<file path="config.mk">
export PLATFORM = sky130hd
export DESIGN_NAME = add_seq_ctrl
export DESIGN_NICKNAME = d
export VERILOG_FILES = /design/src/rtl/add_seq_ctrl.sv
export SDC_FILE = /design/constraint.sdc
export NUM_CORES = 1
export LEC_CHECK = 0
export ABC_CLOCK_PERIOD_IN_PS = 8680
export CAP_MARGIN = 20
export CORE_AREA = 3 3 118 120
export DETAILED_ROUTE_END_ITERATION = 12
export DIE_AREA = 0 0 121 123
export PLACE_DENSITY_LB_ADDON = 0.12
export SYNTH_ARGS = -nofsm -noshare
export SYNTH_HDL_FRONTEND = slang
export SYNTH_SLANG_ARGS = --single-unit
</file>
<file path="constraint.sdc">
create_clock -name clock -period 8.68 [get_ports clock]
set_input_delay 0.868 -clock clock [delete_from_list [all_inputs] [get_ports clock]]
set_output_delay 0.868 -clock clock [all_outputs]
set_load 0.02 [all_outputs]
</file>
<file path="src/rtl/add_seq_ctrl.sv">
// Word-serial multi-precision adder controller, LSB slice first.
// Define ADD_SEQ_SUB_EN to add the sub port (a - b via inverted b, carry-in 1).
module add_seq_ctrl #(
  parameter int WIDTH = 8,
  parameter int WORDS = 4
) (
  input  logic                   clock,
  input  logic                   reset,
  input  logic                   start,
  input  logic [WIDTH*WORDS-1:0] a,
  input  logic [WIDTH*WORDS-1:0] b,
  input  logic                   cin,
`ifdef ADD_SEQ_SUB_EN
  input  logic                   sub,
`endif
  output logic                   busy,
  output logic                   done,
  output logic [WIDTH*WORDS-1:0] s,
  output logic                   cout
);

  localparam int TW = WIDTH * WORDS;
  localparam int IW = $clog2(WORDS);
  localparam logic [IW-1:0] LAST = IW'(WORDS - 1);

  typedef enum logic [1:0] {
    IDLE,
    RUN,
    DONE
  } state_t;

  state_t          state, nxt;
  logic [IW-1:0]   idx;
  logic            carry;
  logic [TW-1:0]   opa, opb, acc, acc_nx;
  logic [WIDTH-1:0] sa, sb;
  logic [WIDTH:0]  sum;
  logic [TW-1:0]   b_in;
  logic            c_in;

`ifdef ADD_SEQ_SUB_EN
  assign b_in = sub ? ~b : b;
  assign c_in = sub ? 1'b1 : cin;
`else
  assign b_in = b;
  assign c_in = cin;
`endif

  always_comb begin
    sa     = opa[idx*WIDTH +: WIDTH];
    sb     = opb[idx*WIDTH +: WIDTH];
    sum    = {1'b0, sa} + {1'b0, sb}
           + {{WIDTH{1'b0}}, carry};
    acc_nx = acc;
    acc_nx[idx*WIDTH +: WIDTH] = sum[WIDTH-1:0];
  end

  always_comb begin
    nxt = state;
    unique case (state)
      IDLE:    if (start) nxt = RUN;
      RUN:     if (idx == LAST) nxt = DONE;
      DONE:    nxt = IDLE;
      default: nxt = IDLE;
    endcase
  end

  always_ff @(posedge clock or negedge reset) begin
    if (!reset) begin
      state <= IDLE;
    end else begin
      state <= nxt;
    end
  end

  always_ff @(posedge clock or negedge reset) begin
    if (!reset) begin
      idx   <= '0;
      carry <= 1'b0;
      opa   <= '0;
      opb   <= '0;
      acc   <= '0;
      s     <= '0;
      cout  <= 1'b0;
    end else begin
      unique case (state)
        IDLE: begin
          idx <= '0;
          if (start) begin
            opa   <= a;
            opb   <= b_in;
            carry <= c_in;
            acc   <= '0;
          end
        end
        RUN: begin
          acc   <= acc_nx;
          carry <= sum[WIDTH];
          idx   <= idx + IW'(1);
          // Publish only when the top slice lands
          if (idx == LAST) begin
            s    <= acc_nx;
            cout <= sum[WIDTH];
            idx  <= '0;
          end
        end
        DONE: idx <= '0;
        default: idx <= '0;
      endcase
    end
  end

  assign busy = (state != IDLE);
  assign done = (state == DONE);

endmodule
</file>
==> impl_metrics.json, run 1 <==
{
  "synth_top_cell_by_count": "dfrtp_1",
  "cpPeakStageDelay_ps": 830,
  "highest_layer": "met4",
  "p_sw_mw": 1.55,
  "ios": 103,
  "rsz0062_at_grt": "no",
  "crit_top_cell": "fa_1",
  "arrival_ps": 4020,
  "warning_count": 31,
  "crit_fanout": 13,
  "path_buffers": 0,
  "wire_per_inst_um": 18.3,
  "p_per_area_nw_per_um2": 475,
  "ir_drop_v": 0.000322,
  "crit_family": "AND-OR/OR-AND gates",
  "r2r-start": "idx[0]$_DFF_PN0_",
  "grt_pass1_wl_um": 22400,
  "initialDrtViolationCount": 346,
  "clk_pin_slew_ps": 60,
  "grt_pass1_vias": 4280,
  "wl_met2_um": 6590,
  "fill_cells": 1054,
  "grt_max_degree": 88,
  "fin_util": 0.596,
  "setup_viol": 0,
  "path_cells": "mux4_2, fa_1, fa_1, a21o_1, a221oi_2, xnor2_2, a221oi_1, nor2_1",
  "async_flop_share": 1.00,
  "pwr-share-comb": 0.515,
  "status": "completed",
  "skew_ps": 15.1,
  "cts_htree_levels": 4,
  "worst_pin_slew_ps": 1130,
  "enable_flop_cells": 0,
  "rrSetupSlack_ps": 4950,
  "fp_util": 0.461,
  "yosysWarningCount": 0,
  "synth.area.mux_share": 0.179,
  "clkPwrFrac": 0.187,
  "cts_buffers": 17,
  "top_area_cell": "dfrtp_1",
  "cts_root_buffer": "clkbuf_16",
  "finalCriticalPeriod_ps": 3730,
  "ys_chip_area_um2": 6030,
  "crit_path_end_kind": "flip-flop",
  "routed_wl_um": 13600
}
## run 1: final cells by class
| type | count | area, um2 | area share |
|---|---|---|---|
| multi-input cells | 285 | 2520 | 0.323 |
| repair buffers | 107 | 1080 | 0.138 |
| well taps | 176 | 220 | 0.0282 |
| flip-flops and latches | 134 | 3350 | 0.430 |
| inverters | 12 | 45.0 | 0.00578 |
| clock inverters | 7 | 67.6 | 0.00867 |
| clock buffers | 25 | 515 | 0.0661 |
## run 1: state kept, by name, summed over array words and instances (netlist names)
name   count
state      2
s         32
opb       32
acc       32
idx        2
cout       1
opa       32
carry      1
## run 1: metal layers
layer / global-route usage / vias to the layer above
li1: - / 1883
met3: 0.0595 / 20
met1: 0.255 / 2123
met4: 0.0935 / 0
met5: 0 / -
met2: 0.303 / 124
**Run 1: placement view**

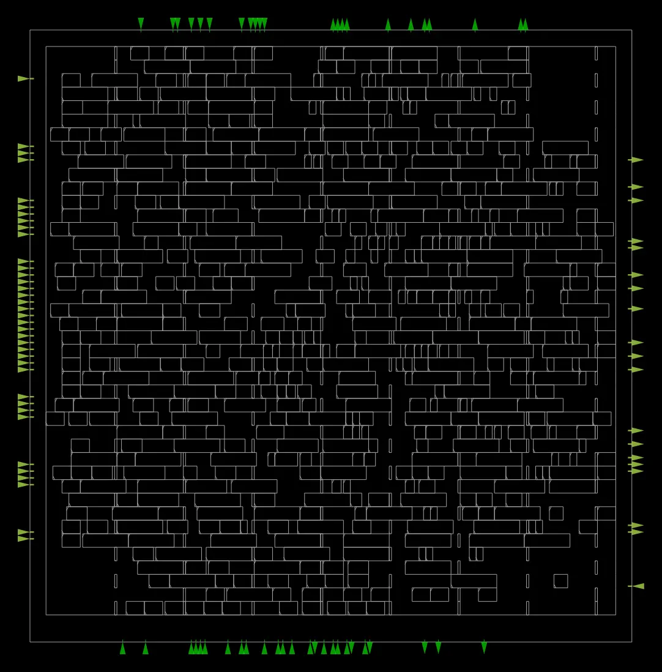
Final Non-Filler Cells: 746
row count: 42
flip-flops: 134

**Run 1: cells by drive strength**

Scale bar: 20 um.
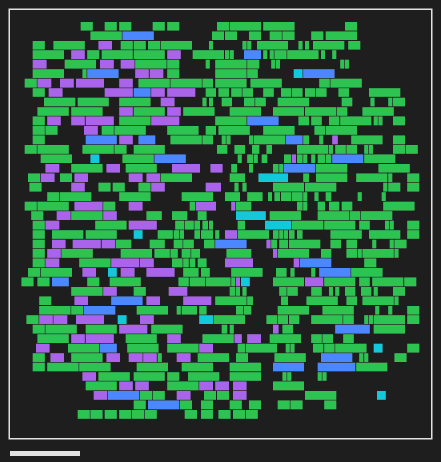
Blue is drive 6 and up, cells 25. Cyan is drive 3 to 4, cells 12. Purple is drive 2, cells 95. Green is drive 1 or less, cells 438.
post-route setup slack: 4950 ps
Signal buffers: 107
Layout Area Growth over Synthesis: 29.3%
post-route cell area: 7800 um2

**Run 1: clock distribution**

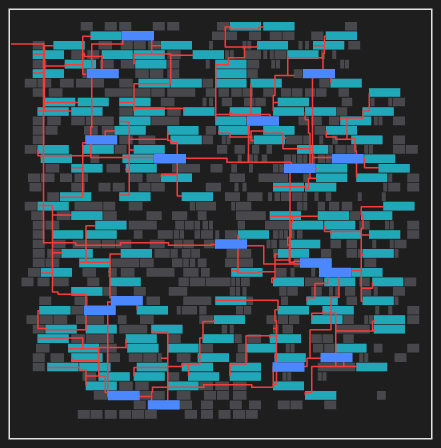
Cyan is flip-flops, count 134. Red is clock wires, length 1640 um. Blue is cells driving clock nets, count 17.
There are 18 routed clock nets. Position of the flops: spread over the die.

**Run 1: routed metal per tile**

The die is cut into 24 by 25 equal tiles; dark blue is low, red is high, scaled to the fullest tile. Values are wire area over tile area, all layers added.
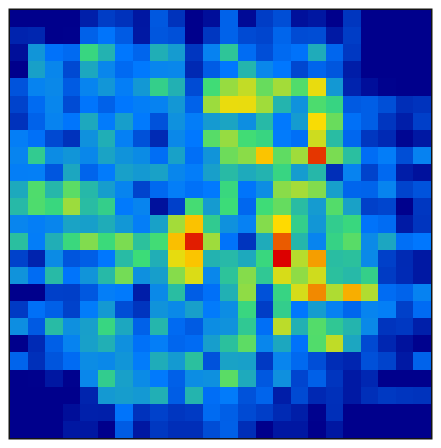

==> run 2: changes to the inputs <==
--- a/config.mk
+++ b/config.mk
@@ -5,7 +5,7 @@
 export SDC_FILE = /design/constraint.sdc
 export NUM_CORES = 1
 export LEC_CHECK = 0
-export ABC_CLOCK_PERIOD_IN_PS = 8680
+export ABC_CLOCK_PERIOD_IN_PS = 3600
 export CAP_MARGIN = 20
 export CORE_AREA = 3 3 118 120
 export DETAILED_ROUTE_END_ITERATION = 12
==> constraint.sdc (replaced) <==
create_clock -name clock -period 3.6 [get_ports clock]
set_input_delay 0.36 -clock clock [delete_from_list [all_inputs] [get_ports clock]]
set_output_delay 0.36 -clock clock [all_outputs]
set_load 0.02 [all_outputs]
**Run 2: routed metal per tile**

The die is cut into 24 by 25 equal tiles; dark blue is low, red is high, scaled to the fullest tile. Values are wire area over tile area, all layers added.
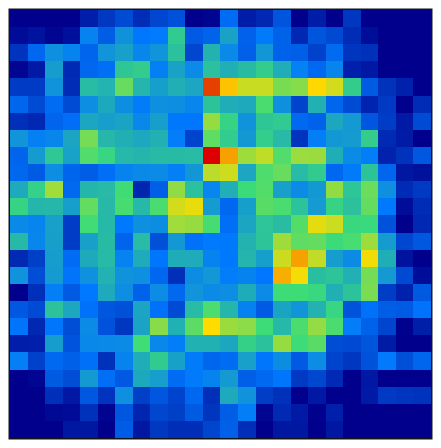
The fullest tile reaches 0.55. The mean over all tiles is 0.15. 11% of the tiles are nearly empty. The densest ninth of the die: middle.
overall routing resource usage: 0.204
Via Count: 4142
WL/cell: 18.5 um
final wirelength: 13900 um

==> run 2 against run 1 <==
Effect of this change:
- sequential cell count unchanged
- largest power group unchanged
- utilization rose by 0.22 points
- synthesized area unchanged
- critical endpoint is now s[22]$_DFFE_PN0P_
- critical path type unchanged
- power is 150% higher
- worst setup slack got worse by 4500 ps
==> impl_metrics.json, run 2 <==
{
  "status": "completed",
  "seq_share": 0.429,
  "rrSetupSlack_ps": 450,
  "fp_util": 0.461,
  "comb_cells": 285,
  "warning_count": 31,
  "enable_flop_cells": 0,
  "n_all_inverters": 12,
  "nClkBuffers": 23,
  "synth.area.mux_share": 0.179,
  "use_met2": 0.320,
  "logic_area_um2": 2520,
  "top_area_cell": "dfrtp_1",
  "p_sw_mw": 3.81,
  "grt_max_degree": 70,
  "crit_path_end_kind": "flip-flop",
  "skew_ps": 7.79,
  "wl_met2_um": 6840,
  "fin_util": 0.598,
  "avgSynthCellArea_um2": 13.3,
  "clock_tree_area_fraction": 0.0728,
  "path_buffers": 0,
  "async_flop_share": 1.00,
  "busiest_layer": "met2",
  "syn2layout_area_growth_pct": 29.8,
  "p_per_area_nw_per_um2": 1160,
  "path_cells": "mux4_2, fa_1, fa_1, a21o_1, a221oi_2, xnor2_2, a221oi_1, nor2_1",
  "arrival_ps": 3460,
  "final_area_um2": 7830,
  "finalCriticalPeriod_ps": 3150,
  "initialDrtViolationCount": 237,
  "fin_cells": 751,
  "yosysWarningCount": 0,
  "clk_pin_slew_ps": 60,
  "rsz0062_at_grt": "no",
  "fill_cells": 1049,
  "ir_drop_v": 0.000814,
  "highest_layer": "met4",
  "ff_count": 134,
  "clkPwrFrac": 0.183,
  "rows": 42,
  "cpPeakStageDelay_ps": 550,
  "cp.required_ps": 3900,
  "cts_htree_levels": 4,
  "ios": 103,
  "via_per_inst": 5.52,
  "buffers": 112,
  "setup_viol": 0,
  "buf_share": 0.143,
  "setup_ws_ps": 446,
  "area.sequential_um2": 3350,
  "synth_top_cell_by_count": "dfrtp_1",
  "dominant_cells": "registers",
  "cts_root_buffer": "clkbuf_16"
}
**Run 2: register map, names as in the netlist**

Scale bar: 20 um. Other sequential cells in the stronger grey, the rest of the logic in the fainter grey.
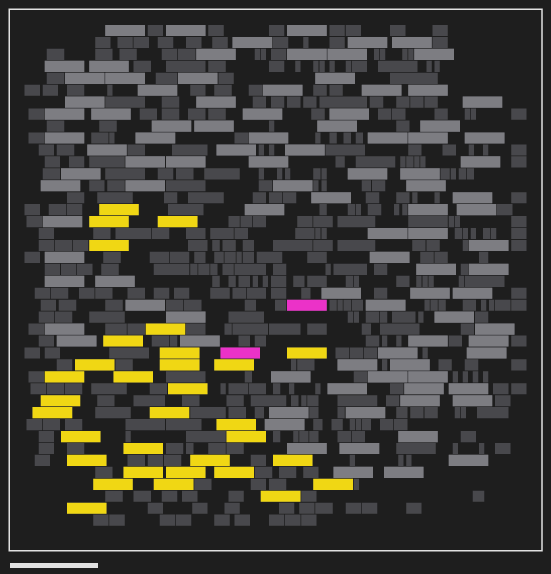
Yellow is opa, placed flops 32. Magenta is idx, placed flops 2.
Another 100 sequential cells are not coloured.

## run 2: netlist changes by cell type in the layout (fill, tap and decap cells not counted), sizes merged
cell	before	now
clkinv	5	8
clkbuf	25	23
clkinvlp	3	1
bufinv	1	2
buf	6	11
## run 2: worst max path at each step
stage,end,from,slack (ps),cells past startpoint
6_report,s[22]$_DFFE_PN0P_,idx[0]$_DFF_PN0_,450,8
5_1_grt,s[28]$_DFFE_PN0P_,idx[0]$_DFF_PN0_,210,8
4_1_cts,s[28]$_DFFE_PN0P_,idx[0]$_DFF_PN0_,410,8
3_5_place_dp,s[28]$_DFFE_PN0P_,idx[0]$_DFF_PN0_,440,8
3_3_place_gp,s[28]$_DFFE_PN0P_,idx[0]$_DFF_PN0_,550,8
2_1_floorplan,s[6]$_DFFE_PN0P_,idx[0]$_DFF_PN0_,330,9
==> run 3: changes to the inputs <==
--- a/config.mk
+++ b/config.mk
@@ -5,12 +5,12 @@
 export SDC_FILE = /design/constraint.sdc
 export NUM_CORES = 1
 export LEC_CHECK = 0
-export ABC_CLOCK_PERIOD_IN_PS = 3600
 export CAP_MARGIN = 20
 export CORE_AREA = 3 3 118 120
 export DETAILED_ROUTE_END_ITERATION = 12
 export DIE_AREA = 0 0 121 123
 export PLACE_DENSITY_LB_ADDON = 0.12
+export SKIP_CTS_REPAIR_TIMING = 1
 export SYNTH_ARGS = -nofsm -noshare
 export SYNTH_HDL_FRONTEND = slang
 export SYNTH_SLANG_ARGS = --single-unit
**Run 3: clock distribution**

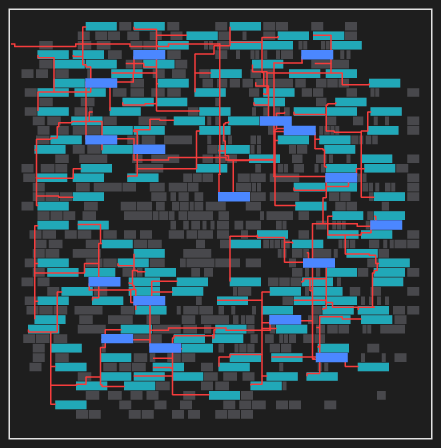
Blue is cells driving clock nets, count 17. Red is clock wires, length 1710 um. Cyan is flip-flops, count 134.
There are 18 routed clock nets. Position of the flops: spread over the die.
clock share of power: 0.183
Layout Skew: 7.79 ps
clk latency late pin: 420 ps
Power Clock: 1.67 mW

==> run 3 against run 2 <==
Effect of this change:
- combinational power hardly changed
- register-to-register slack barely moved
- sequential cell count did not move
- via count did not move
- largest power group unchanged
- highest routed layer unchanged
==> impl_metrics.json, run 3 <==
{
  "syn2layout_area_growth_pct": 29.8,
  "grt_use_total": 0.204,
  "crit_path_end_kind": "flip-flop",
  "top_area_cell": "dfrtp_1",
  "clock_tree_area_fraction": 0.0728,
  "crit_path_start": "idx[0]$_DFF_PN0_",
  "fp_util": 0.461,
  "grt_pass1_wl_um": 23300,
  "fin_cells": 751,
  "ff_count": 134,
  "r2r-start": "idx[0]$_DFF_PN0_",
  "n_all_inverters": 12,
  "finalSetupTns_ps": 0,
  "grtUsageMet3": 0.0691,
  "worst_pin_slew_ps": 979,
  "fill_cells": 1049,
  "yosysWarningCount": 0,
  "p_per_area_nw_per_um2": 1160,
  "crit_fanout": 8,
  "buf_share": 0.143,
  "rsz0062_at_grt": "no",
  "rrSetupSlack_ps": 450,
  "grt_max_degree": 70,
  "ir_drop_v": 0.000814,
  "cp.required_ps": 3900,
  "synth_top_cell_by_count": "dfrtp_1",
  "crit_end": "s[22]$_DFFE_PN0P_",
  "final_area_um2": 7830,
  "dominant_cells": "registers",
  "area.sequential_um2": 3350,
  "synth.area.mux_share": 0.179,
  "worst-path-stages": 8,
  "logic_area_um2": 2520,
  "arrival_ps": 3460,
  "met1_usage": 0.267,
  "use_met2": 0.320,
  "fin_util": 0.598,
  "path_buffers": 0,
  "ys_chip_area_um2": 6030,
  "via_per_inst": 5.52,
  "num_antenna_cells": 0,
  "taps": 176,
  "top_area_frac": 0.556,
  "enable_flop_cells": 0,
  "cts_root_buffer": "clkbuf_16",
  "rows": 42,
  "grt_pass1_vias": 4313,
  "cts_buffers": 17,
  "highest_layer": "met4",
  "crit_top_cell": "fa_1",
  "wire_per_inst_um": 18.5,
  "path_cells": "mux4_2, fa_1, fa_1, a21o_1, a221oi_2, xnor2_2, a221oi_1, nor2_1",
  "setup_viol": 0,
  "initialDrtViolationCount": 237,
  "avgSynthCellArea_um2": 13.3,
  "busiest_layer": "met2",
  "routed_wl_um": 13900,
  "warning_count": 31,
  "comb_cells": 285,
  "finalCriticalPeriod_ps": 3150,
  "setup_ws_ps": 446,
  "status": "completed",
  "cts_htree_levels": 4,
  "p_sw_mw": 3.81,
  "seq_share": 0.429,
  "cpPeakStageDelay_ps": 550,
  "wl_met2_um": 6840,
  "via_count": 4142
}
**Run 3: register map, names as in the netlist**

Scale bar: 20 um. Other sequential cells in the stronger grey, the rest of the logic in the fainter grey.
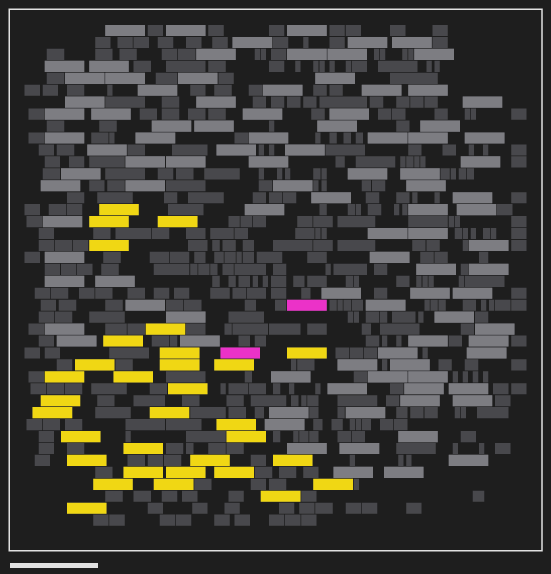
Magenta is idx, placed flops 2. Yellow is opa, placed flops 32.
Another 100 sequential cells are not coloured.

==> run 3: cell counts in the layout (fill, tap and decap cells not counted) <==
Identical to the previous run, type by type.
==> run 3: how the worst min path moves through the flow <==
stage | from | slack (ps) | cells after the start | endpoint
detailed placement | acc[15]$_DFFE_PN0P_ | 470 | 2 | acc[15]$_DFFE_PN0P_
CTS | reset | 90 | 1 | s[25]$_DFFE_PN0P_
floorplan | reset | 60 | 0 | acc[0]$_DFFE_PN0P_
global placement | acc[7]$_DFFE_PN0P_ | 460 | 2 | acc[7]$_DFFE_PN0P_
finish | reset | 50 | 1 | s[25]$_DFFE_PN0P_
global route | reset | 110 | 1 | s[25]$_DFFE_PN0P_
No activity file was given, so power comes from the tool's default toggle rates.
